<file path="config.mk">
export PLATFORM = sky130hd
export DESIGN_NAME = parking_ctrl_n
export DESIGN_NICKNAME = d
export VERILOG_FILES = /design/src/rtl/parking_ctrl_n.sv
export SDC_FILE = /design/constraint.sdc
export NUM_CORES = 1
export LEC_CHECK = 0
export ABC_AREA = 1
export CAP_MARGIN = 10
export CORE_ASPECT_RATIO = 0.6
export CORE_MARGIN = 1.5
export CORE_UTILIZATION = 55
export DETAILED_ROUTE_END_ITERATION = 6
export MAX_ROUTING_LAYER = met4
export PLACE_DENSITY = 0.83
export SYNTH_ARGS = -nofsm -noshare
export SYNTH_HDL_FRONTEND = slang
export SYNTH_SLANG_ARGS = --single-unit
export TNS_END_PERCENT = 30
</file>
<file path="constraint.sdc">
create_clock -name clk -period 13.9 [get_ports clk]
set_input_delay 2.78 -clock clk [delete_from_list [all_inputs] [get_ports clk]]
set_output_delay 2.78 -clock clk [all_outputs]
set_load 0.1 [all_outputs]
</file>
<file path="src/rtl/parking_ctrl_n.sv">
// parking_ctrl_n: parametrised parking-lot controller with timestamp FIFO, billing and alarm.
// Optional macro PARK_COST_SAT_EN: saturate cost to all ones instead of truncating.
module parking_ctrl_n #(
  parameter  int CAPACITY   = 3,
  parameter  int TICK_DIV   = 50_000_000,
  parameter  int TIME_W     = 16,
  parameter  int RATE_W     = 8,
  parameter  int COST_W     = 16,
  parameter  int ALARM_HOLD = 4,
  localparam int CNT_W      = $clog2(CAPACITY + 1)
) (
  input  logic              clk,
  input  logic              rst,
  input  logic              raw_entry,
  input  logic              raw_exit,
  input  logic [RATE_W-1:0] rate,
  output logic [CNT_W-1:0]  count,
  output logic              full,
  output logic              empty,
  output logic              alarm,
  output logic [COST_W-1:0] cost,
  output logic              cost_valid,
  output logic [TIME_W-1:0] duration
);

  // state  | meaning
  // A_IDLE | no recent rejection, alarm low
  // A_HOLD | alarm high, hold_cnt counts remaining cycles down to 0

  localparam int PRE_W  = (TICK_DIV > 1) ? $clog2(TICK_DIV) : 1;
  localparam int PTR_W  = (CAPACITY > 1) ? $clog2(CAPACITY) : 1;
  localparam int HOLD_W = (ALARM_HOLD > 1) ? $clog2(ALARM_HOLD) : 1;
  localparam int PROD_W = TIME_W + RATE_W;

  localparam logic [PRE_W-1:0]  PRE_LAST  = PRE_W'(TICK_DIV - 1);
  localparam logic [PTR_W-1:0]  PTR_LAST  = PTR_W'(CAPACITY - 1);
  localparam logic [CNT_W-1:0]  CNT_CAP   = CNT_W'(CAPACITY);
  localparam logic [HOLD_W-1:0] HOLD_LOAD = HOLD_W'(ALARM_HOLD - 1);

  typedef enum logic {A_IDLE, A_HOLD} alarm_state_t;

  logic [PRE_W-1:0]  pre_cnt;
  logic [TIME_W-1:0] time_cnt;
  logic              ent_s, ent_p, ext_s, ext_p;
  logic              pulse_e, pulse_x;
  logic              do_push, do_pop, reject;
  logic [CNT_W-1:0]  count_nxt;
  logic [PTR_W-1:0]  rd_ptr, wr_ptr;
  logic [TIME_W-1:0] mem [CAPACITY];
  logic [TIME_W-1:0] dur_calc;
  logic [PROD_W-1:0] prod;
  logic [COST_W-1:0] cost_calc;
  alarm_state_t      state, state_nxt;
  logic [HOLD_W-1:0] hold_cnt, hold_nxt;

  function automatic logic [PTR_W-1:0] ptr_inc(input logic [PTR_W-1:0] p);
    return (p == PTR_LAST) ? '0 : p + PTR_W'(1);
  endfunction

  always_ff @(posedge clk or posedge rst) begin
    if (rst) begin
      pre_cnt  <= '0;
      time_cnt <= '0;
    end else if (pre_cnt == PRE_LAST) begin
      pre_cnt  <= '0;
      time_cnt <= time_cnt + TIME_W'(1);
    end else begin
      pre_cnt  <= pre_cnt + PRE_W'(1);
    end
  end

  // Edge registers reset high so a sensor held through reset release gives no pulse.
  always_ff @(posedge clk or posedge rst) begin
    if (rst) begin
      ent_s <= 1'b1;
      ent_p <= 1'b1;
      ext_s <= 1'b1;
      ext_p <= 1'b1;
    end else begin
      ent_s <= raw_entry;
      ent_p <= ent_s;
      ext_s <= raw_exit;
      ext_p <= ext_s;
    end
  end

  always_comb begin
    pulse_e = ent_s & ~ent_p;
    pulse_x = ext_s & ~ext_p;
    do_pop  = pulse_x & ~empty;
    do_push = pulse_e & (pulse_x | ~full);
    reject  = (pulse_e & ~pulse_x & full) | (pulse_x & empty);
    case ({do_push, do_pop})
      2'b10:   count_nxt = count + CNT_W'(1);
      2'b01:   count_nxt = count - CNT_W'(1);
      default: count_nxt = count;
    endcase
  end

  // Modular subtraction keeps the duration right across one time-counter wrap.
  always_comb begin
    dur_calc = time_cnt - mem[rd_ptr];
    prod     = PROD_W'(dur_calc) * PROD_W'(rate);
`ifdef PARK_COST_SAT_EN
    if ((prod >> COST_W) != '0) cost_calc = '1;
    else                        cost_calc = COST_W'(prod);
`else
    cost_calc = COST_W'(prod);
`endif
  end

  always_ff @(posedge clk) begin
    if (do_push) mem[wr_ptr] <= time_cnt;
  end

  always_ff @(posedge clk or posedge rst) begin
    if (rst) begin
      count      <= '0;
      full       <= 1'b0;
      empty      <= 1'b1;
      rd_ptr     <= '0;
      wr_ptr     <= '0;
      cost       <= '0;
      cost_valid <= 1'b0;
      duration   <= '0;
    end else begin
      count      <= count_nxt;
      full       <= (count_nxt == CNT_CAP);
      empty      <= (count_nxt == '0);
      cost_valid <= do_pop;
      if (do_pop) begin
        rd_ptr   <= ptr_inc(rd_ptr);
        cost     <= cost_calc;
        duration <= dur_calc;
      end
      if (do_push) wr_ptr <= ptr_inc(wr_ptr);
    end
  end

  always_ff @(posedge clk or posedge rst) begin
    if (rst) begin
      state    <= A_IDLE;
      hold_cnt <= '0;
    end else begin
      state    <= state_nxt;
      hold_cnt <= hold_nxt;
    end
  end

  always_comb begin
    state_nxt = state;
    hold_nxt  = hold_cnt;
    case (state)
      A_IDLE: begin
        if (reject) begin
          state_nxt = A_HOLD;
          hold_nxt  = HOLD_LOAD;
        end
      end
      A_HOLD: begin
        if (reject)               hold_nxt  = HOLD_LOAD;
        else if (hold_cnt == '0)  state_nxt = A_IDLE;
        else                      hold_nxt  = hold_cnt - HOLD_W'(1);
      end
      default: state_nxt = A_IDLE;
    endcase
  end

  assign alarm = (state == A_HOLD);

endmodule

</file>
==> run_1/wires.png <==
Scale bar: 50 um.
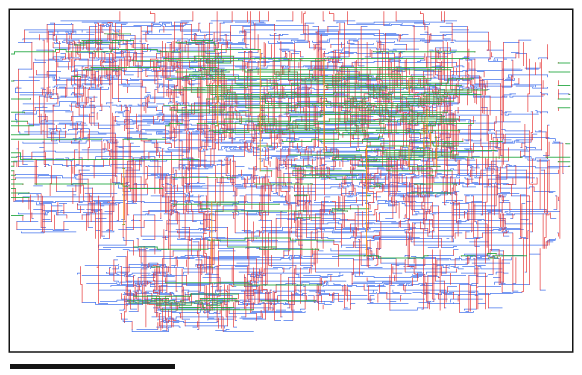
| colour | layer | wire length |
|---|---|---|
| blue | metal 1 | 11100 um |
| orange | metal 4 | 186 um |
| green | metal 3 | 3080 um |
| red | metal 2 | 9080 um |

==> run_1/placement.png <==
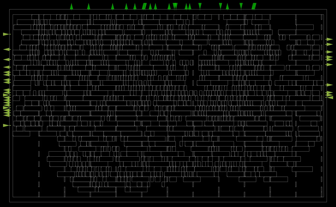
Std-Cell Core Area: 16400 um2
Seq area share: 0.348
FILL cells: 1308

==> run_1/io_fan.png <==
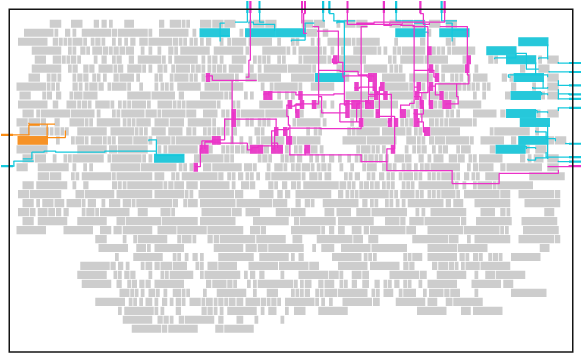
| colour | port | bits | direction | edge | end cells | wire |
|---|---|---|---|---|---|---|
| orange | `alarm` | 1 | output | left | 1 | 31.2 um |
| cyan | `duration` | 16 | output | 9 right, 6 top, 1 left | 16 | 317 um |
| magenta | `rate` | 8 | input | 7 top, 1 right | 58 | 801 um |

==> run notes, run 1 <==
run results: TNS Setup 0 ps, Worst EP arrival about 8000 ps, Post-DRT Antenna Nets 0, combined buffer and inverter count along the critical path 5, number of search-and-repair iterations in the first detailed-routing pass 7, maximum number of pins on one net before global-route repair between 50 and 60, top flip-flop cell by instance count after synthesis dfrtp_1, hold worst-path end ext_p$_DFF_PP1_, number of buffers added on ports 49, Final Hold Viols 0, clk_lat worst skew between 400 and 500 ps, hold-fix buffers at CTS 0, Post-CTS Setup Bufs 0, Vias/cell approximately 5.4, Final setup viols 0, kind of critical path in2reg, Iteration-0 DRC Markers roughly 800, standard-cell row count 36, vias post-DR 7433, number of OpenROAD warnings 27, Min-Delay Startpoint ext_s$_DFF_PP1_, CP peak stage delay ~790 ps, CTS tree built, most used logic cell in the final layout nand2_1, wire length of the first global-routing pass between 30 and 40 mm, net total in the final layout between 1000 and 1500, Nets at Floorplan ~1200, Worst R2R End cost[15]$_DFFE_PP0P_, highest clock rate between 0.1 and 0.15 GHz, Post-synth ARST share 0.652, Critical-path top delay cell clkdlybuf4s50_1, global route total overflow 0, cell chosen for the clock root clkbuf_16, Non-Filler Instances between 1000 and 1500, cell count of the worst hold path 0, initial antenna violation count 1, Yosys warning count 0, instance count of the mapped netlist about 1100, total cells reported by yosys after synthesis approximately 1100, Total Die Area roughly 18000 um2, placed instance count about 1300, share of cells above drive strength 1 0.0612, final count of pins violating max slew 0, Cell Area, Synth slightly above 9000 um2, Critical Path Stages 23, crit-path leading delay family adder cells, Residual DRC 0, clock transition at the registers of the reported paths 60 ps, hold_ws 365 ps, Wirelength per Cell ~17 um, clk sinks between 100 and 150, total track usage 0.300, syn_area_per_cell a little under 9 um2, R2R Path Start rd_ptr[1]$_DFFE_PP0P_, Max Cap Violations 0, buffer depth of the longest clock path 2, final core utilization 0.650, destination of the critical timing path cost[15]$_DFFE_PP0P_, vias in the first global route approximately 7000, crit share post-route 0.539, FP Core Util 0.566, relative max-transition margin 0.292, Chip Area, Yosys 9250 um2, worst min-delay path category reg2reg, critical path data required time 14210 ps, most frequent cells in the layout nand2_1, inv_1, nor2_1, Die Span Y 103 um, critical-path cell list clkdlybuf4s50_1 > nand2_1 > fa_1 > fa_1 > inv_1 > fa_1 > inv_1 > fa_1 > inv_1 > ha_1 > nand2_1 > nor3_1 > nand3_1 > nand3_1 > nand2_1 > a21oi_1 > nor2_1 > inv_1 > nand2_1 > nand2_1 > nand3_1 > nand3_1 > nand2_1, aggregate routed wire length ~23 mm, flop2flop setup slack between 6000 and 7000 ps, shortest clock period the worst path allows after layout between 7000 and 8000 ps, post-CTS resize count 0, logic depth of the worst register-to-register path 33, Most Frequent Cell on Critical Path nand2_1, Crit Path Max Fanout 10, number of synthesized register bits between 100 and 150, transition at the pin with the smallest max-transition slack between 1000 and 1500 ps, Top Ports 50, share of the yosys chip area belonging to registers 0.400, Detail Placement HPWL ~18 mm, floorplan die width around 170 um, number of distinct standard cells referenced by the synthesized netlist 43, number of synthesized flops with an enable pin about 48, launch point of the worst path rate[3], H-tree depth 4, final estimated routing congestion in global placement approximately 1, outcome finished, final reports clean, setup repair after global routing missed its margin no, clock skew 14.7 ps, TritonCTS Buffers 17, critical path launch point type input port, area overhead of the layout relative to synthesis 14.8%, Critical Path Sink Type flip-flop
run 1: cell usage after synthesis (2+ instances only):
| cell | n | area, um2 |
|---|---|---|
| clkinv_1 | 2 | 7.51 |
| dfrtp_1 | 85 | 2130 |
| nand2_2 | 2 | 12.5 |
| xor2_1 | 19 | 166 |
| o21ai_0 | 38 | 190 |
| nor2_1 | 101 | 379 |
| edfxtp_1 | 48 | 1440 |
| clkbuf_1 | 17 | 63.8 |
| o21a_1 | 3 | 22.5 |
| nor2_2 | 3 | 18.8 |
| a21oi_1 | 49 | 245 |
| o21bai_1 | 2 | 15.0 |
| nand3b_1 | 5 | 37.5 |
| ha_1 | 44 | 551 |
| xnor2_1 | 14 | 123 |
| inv_2 | 2 | 7.51 |
| a22o_1 | 14 | 123 |
| fa_1 | 61 | 1220 |
| nor3_1 | 23 | 115 |
| inv_1 | 204 | 766 |
| nor2_4 | 3 | 33.8 |
| dfstp_2 | 5 | 131 |
| nor3_2 | 3 | 30.0 |
| nor4_1 | 4 | 25.0 |
| nand3_1 | 53 | 265 |
| a31oi_1 | 2 | 12.5 |
| nand4_1 | 6 | 37.5 |
| and2_1 | 2 | 12.5 |
| nand2_1 | 239 | 897 |
| o31ai_1 | 4 | 30.0 |
run 1: stage by stage:
step | setup slack [ps] | cell area [um2]
detailed placement | 6200 | 10100
CTS | 6570 | 10600
finish | 6410 | 10600
global route | 6100 | 10600
floorplan | 7070 | 9250
global placement | 6220 | 10100
run 1: registers in the layout, indices dropped and copies added, names as in the netlist, 16 cells and up:
name and count:
time_cnt 16, pre_cnt 26, mem 48, cost 16, duration 16
run 1: worst register-to-register path, delay by kind of cell (launching register included):
kind / cells / cell delay (ps)
buffers and inverters: 6 / 990
adders and majority gates: 6 / 2890
DFF: 1 / 370
xor gates and xnor gates: 1 / 560
AOI/OAI and AO/OA: 3 / 370
and+or+nand+nor: 17 / 2120
run 1: area by class of cell:
class | count | area (um2)
clock inverters | 11 | 121
flip-flops and latches | 138 | 3700
well taps | 228 | 285
diodes | 1 | 2.50
inverters | 209 | 788
repair buffers | 59 | 566
multi-input cells | 706 | 4720
clock buffers | 21 | 440
fillers | 1308 | 5730
run 1: routing by layer:
layer / vias to the layer above / global-route usage / share of wire
met4: 0 / 0.0558 / 0.0079
met2: 379 / 0.385 / 0.39
met5: - / - / 0
li1: 3479 / - / -
met3: 26 / 0.132 / 0.13
met1: 3549 / 0.434 / 0.47
run 1: cells by family after synthesis:
group                      count (synthesis)  share of synthesized area
xor gates and xnor gates                  34                     0.0330
adders and majority gates                105                      0.192
AOI/OAI and AO/OA                        116                     0.0728
buffers and inverters                    226                     0.0920
DFF                                      138                      0.400
and+or+nand+nor                          451                      0.211
==> run_1/clk_routes.png <==
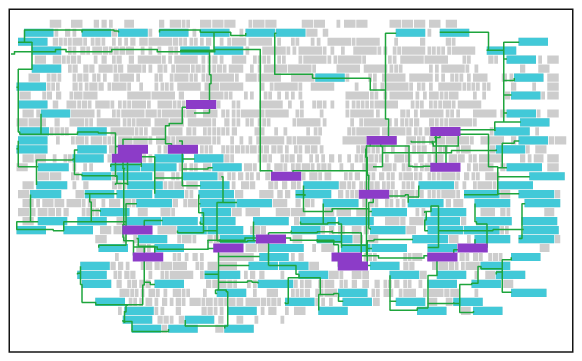

==> inputs of run 2 (changes only) <==
==> constraint.sdc (replaced) <==
create_clock -name clk -period 7.2 [get_ports clk]
set_input_delay 1.44 -clock clk [delete_from_list [all_inputs] [get_ports clk]]
set_output_delay 1.44 -clock clk [all_outputs]
set_load 0.1 [all_outputs]
==> run_2/clk_routes.png <==
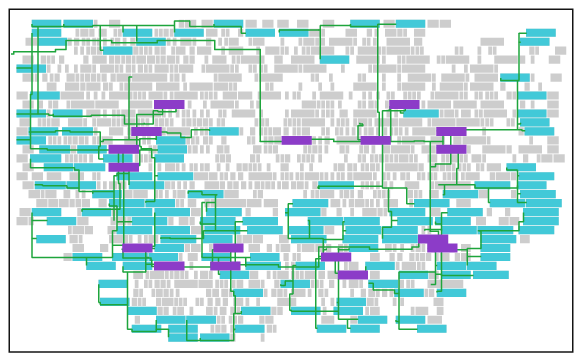
[green] clock wires | length: 1900 um
[cyan] flip-flops | count: 138
[purple] clock drivers | count: 17
flops lie: all over the die
routed clock nets: 18

==> run notes, run 2 <==
run results: outcome finished, final reports clean, Critical Path Sink Type flip-flop, aggregate routed wire length about 24 mm, share of the synthesized area in the top cell type 0.230, Die Span Y approximately 100 um, leading post-synthesis cells by instance count nand2_1, inv_1, nor2_1, dfrtp_1, fa_1, Post-CTS Setup Bufs 0, instance count of the mapped netlist 1070, largest registers in the final layout mem (48), pre_cnt (26), Simple-Gate Area Share 0.211, Chip Area, Yosys ~9300 um2, flop2flop setup slack 440 ps, Residual DRC 0, relative max-transition margin 0.320, leading area contributor after synthesis dfrtp_1, critical path data required time approximately 7500 ps, placed instance count 1345, Post-DRT Antenna Nets 0, number of buffers added on ports around 49, net total in the final layout about 1300, Critical-path top delay cell fa_1, cell chosen for the clock root clkbuf_16, clk sinks around 140, setup repair after global routing missed its margin no, final count of pins violating max slew 0, Detail Placement HPWL between 15 and 20 mm, final estimated routing congestion in global placement roughly 0.99, CP peak stage delay 630 ps, worst min-delay path category reg2reg, number of flip-flops under the largest register name 48, share of the yosys chip area belonging to registers 0.400, top flip-flop cell by instance count after synthesis dfrtp_1, share of cells above drive strength 1 0.0688, Most Frequent Cell on Critical Path nand2_1, area overhead of the layout relative to synthesis 16.1%, Crit Path Max Fanout 13, number of synthesized register bits approximately 140, FP Core Util 0.566, Max Cap Violations 0, most frequent cell after synthesis nand2_1, Top Ports about 50, global route total overflow 0, total track usage 0.301, Std-Cell Core Area between 15000 and 20000 um2, Yosys warning count 0, largest family of logic cells by area simple AND/OR/NAND/NOR gates, clk_lat worst skew around 430 ps, hold-fix buffers at CTS 0, main area contributors dfrtp_1, edfxtp_1, fa_1, register bank with the most flops mem, vias post-DR 7472, Post-synth ARST share 0.652, Iteration-0 DRC Markers about 900, cell area after placement 10100 um2, hold_ws 362 ps, Cell Area, Synth between 9000 and 10000 um2, critical path launch point type flip-flop, vias in the first global route approximately 7000, standard-cell row count 36, most frequent cells in the layout nand2_1, inv_1, nor2_1, kind of critical path reg2reg, highest clock rate roughly 0.15 GHz, mux contribution to synthesized area 0, AND-OR/OR-AND Cells, Area Fraction 0.0728, number of search-and-repair iterations in the first detailed-routing pass 7, Final Hold Viols 0, clock transition at the registers of the reported paths ~60 ps, Total Die Area ~18000 um2, clock skew between 20 and 30 ps, TritonCTS Buffers 17, floorplan die width roughly 170 um, initial antenna violation count 0, Final setup viols 0, transition at the pin with the smallest max-transition slack around 1000 ps, combined buffer and inverter count along the critical path 6, shortest clock period the worst path allows after layout between 6000 and 7000 ps, crit share post-route 0.939, synthesized-area fraction occupied by xor and xnor cells 0.0330, wire length of the first global-routing pass around 39 mm, most used logic cell in the final layout nand2_1, Nets at Floorplan between 1000 and 1500, maximum number of pins on one net before global-route repair roughly 57, number of OpenROAD warnings 27, Vias/cell approximately 5.4, Antenna Diode Count 0
==> run_2/wires.png <==
Scale bar: 50 um.
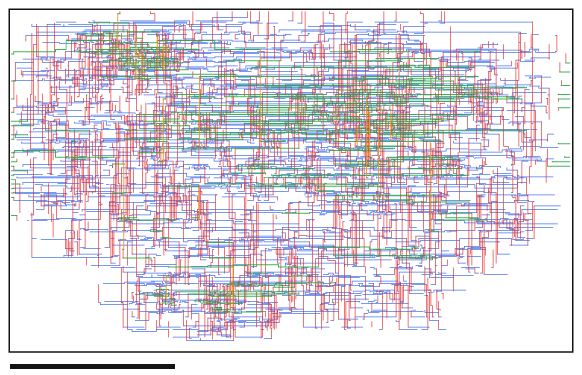
| colour | layer | wire length |
|---|---|---|
| blue | metal 1 | 11300 um |
| green | metal 3 | 3040 um |
| orange | metal 4 | 284 um |
| red | metal 2 | 8940 um |

run 2: cell counts after synthesis:
No cell type changed its count.
run 2: logic make-up after synthesis:
kind of cell | Yosys count
AND-OR/OR-AND | 116
flip-flops | 138
AND/OR/NAND/NOR | 451
buffers and inverters | 226
adder cells (fa/ha/maj) | 105
XOR/XNOR | 34
run 2: path summary, 6_finish.rpt:
kind,start,endpoint,depth (start not counted)
setup / recovery,rd_ptr[1]$_DFFE_PP0P_,cost[15]$_DFFE_PP0P_,35
hold / removal,ext_s$_DFF_PP1_,ext_p$_DFF_PP1_,0
setup reg to reg,rd_ptr[1]$_DFFE_PP0P_,cost[15]$_DFFE_PP0P_,35
hold reg to reg,ext_s$_DFF_PP1_,ext_p$_DFF_PP1_,0
max in group asynchronous,rst,time_cnt[5]$_DFFE_PP0N_,3
min in group asynchronous,rst,cost[3]$_DFFE_PP0P_,2
run 2: layout make-up:
type	count	area, um2
Inverter	209	788
Timing Repair Buffer	64	607
Sequential cell	138	3700
Clock inverter	13	175
Fill cell	1254	5610
Clock buffer	19	433
Tap cell	228	285
Multi-Input combinational cell	706	4760
run 2: worst register-to-register path, delay by kind of cell, from the launching register on:
family / cells / cell delay, ps
adders and majority gates: 6 / 2800
and+or+nand+nor: 19 / 1970
buffers and inverters: 6 / 620
AOI/OAI and AO/OA: 4 / 800
DFF: 1 / 440
run 2: per-layer routing:
metal,GRT usage,wire length (um),up-vias
met2,0.387,8940,432
met5,-,0,-
met1,0.459,11300,3493
met3,0.0967,3040,45
li1,-,-,3502
met4,0.0558,283,0
run 2: what timing repair did:
item | 4_1_cts | 5_1_grt
hold endpoints to repair | 0 | 0
setup endpoints to repair | 0 | 2
resized | 0 | 5
run 2: stage by stage:
step | worst slack [ps] | util
2_1_floorplan | 1010 | -
3_3_place_gp | 468 | 0.618
3_5_place_dp | 377 | 0.618
4_1_cts | 265 | 0.655
5_1_grt | 12.0 | 0.657
6_report | 443 | 0.657
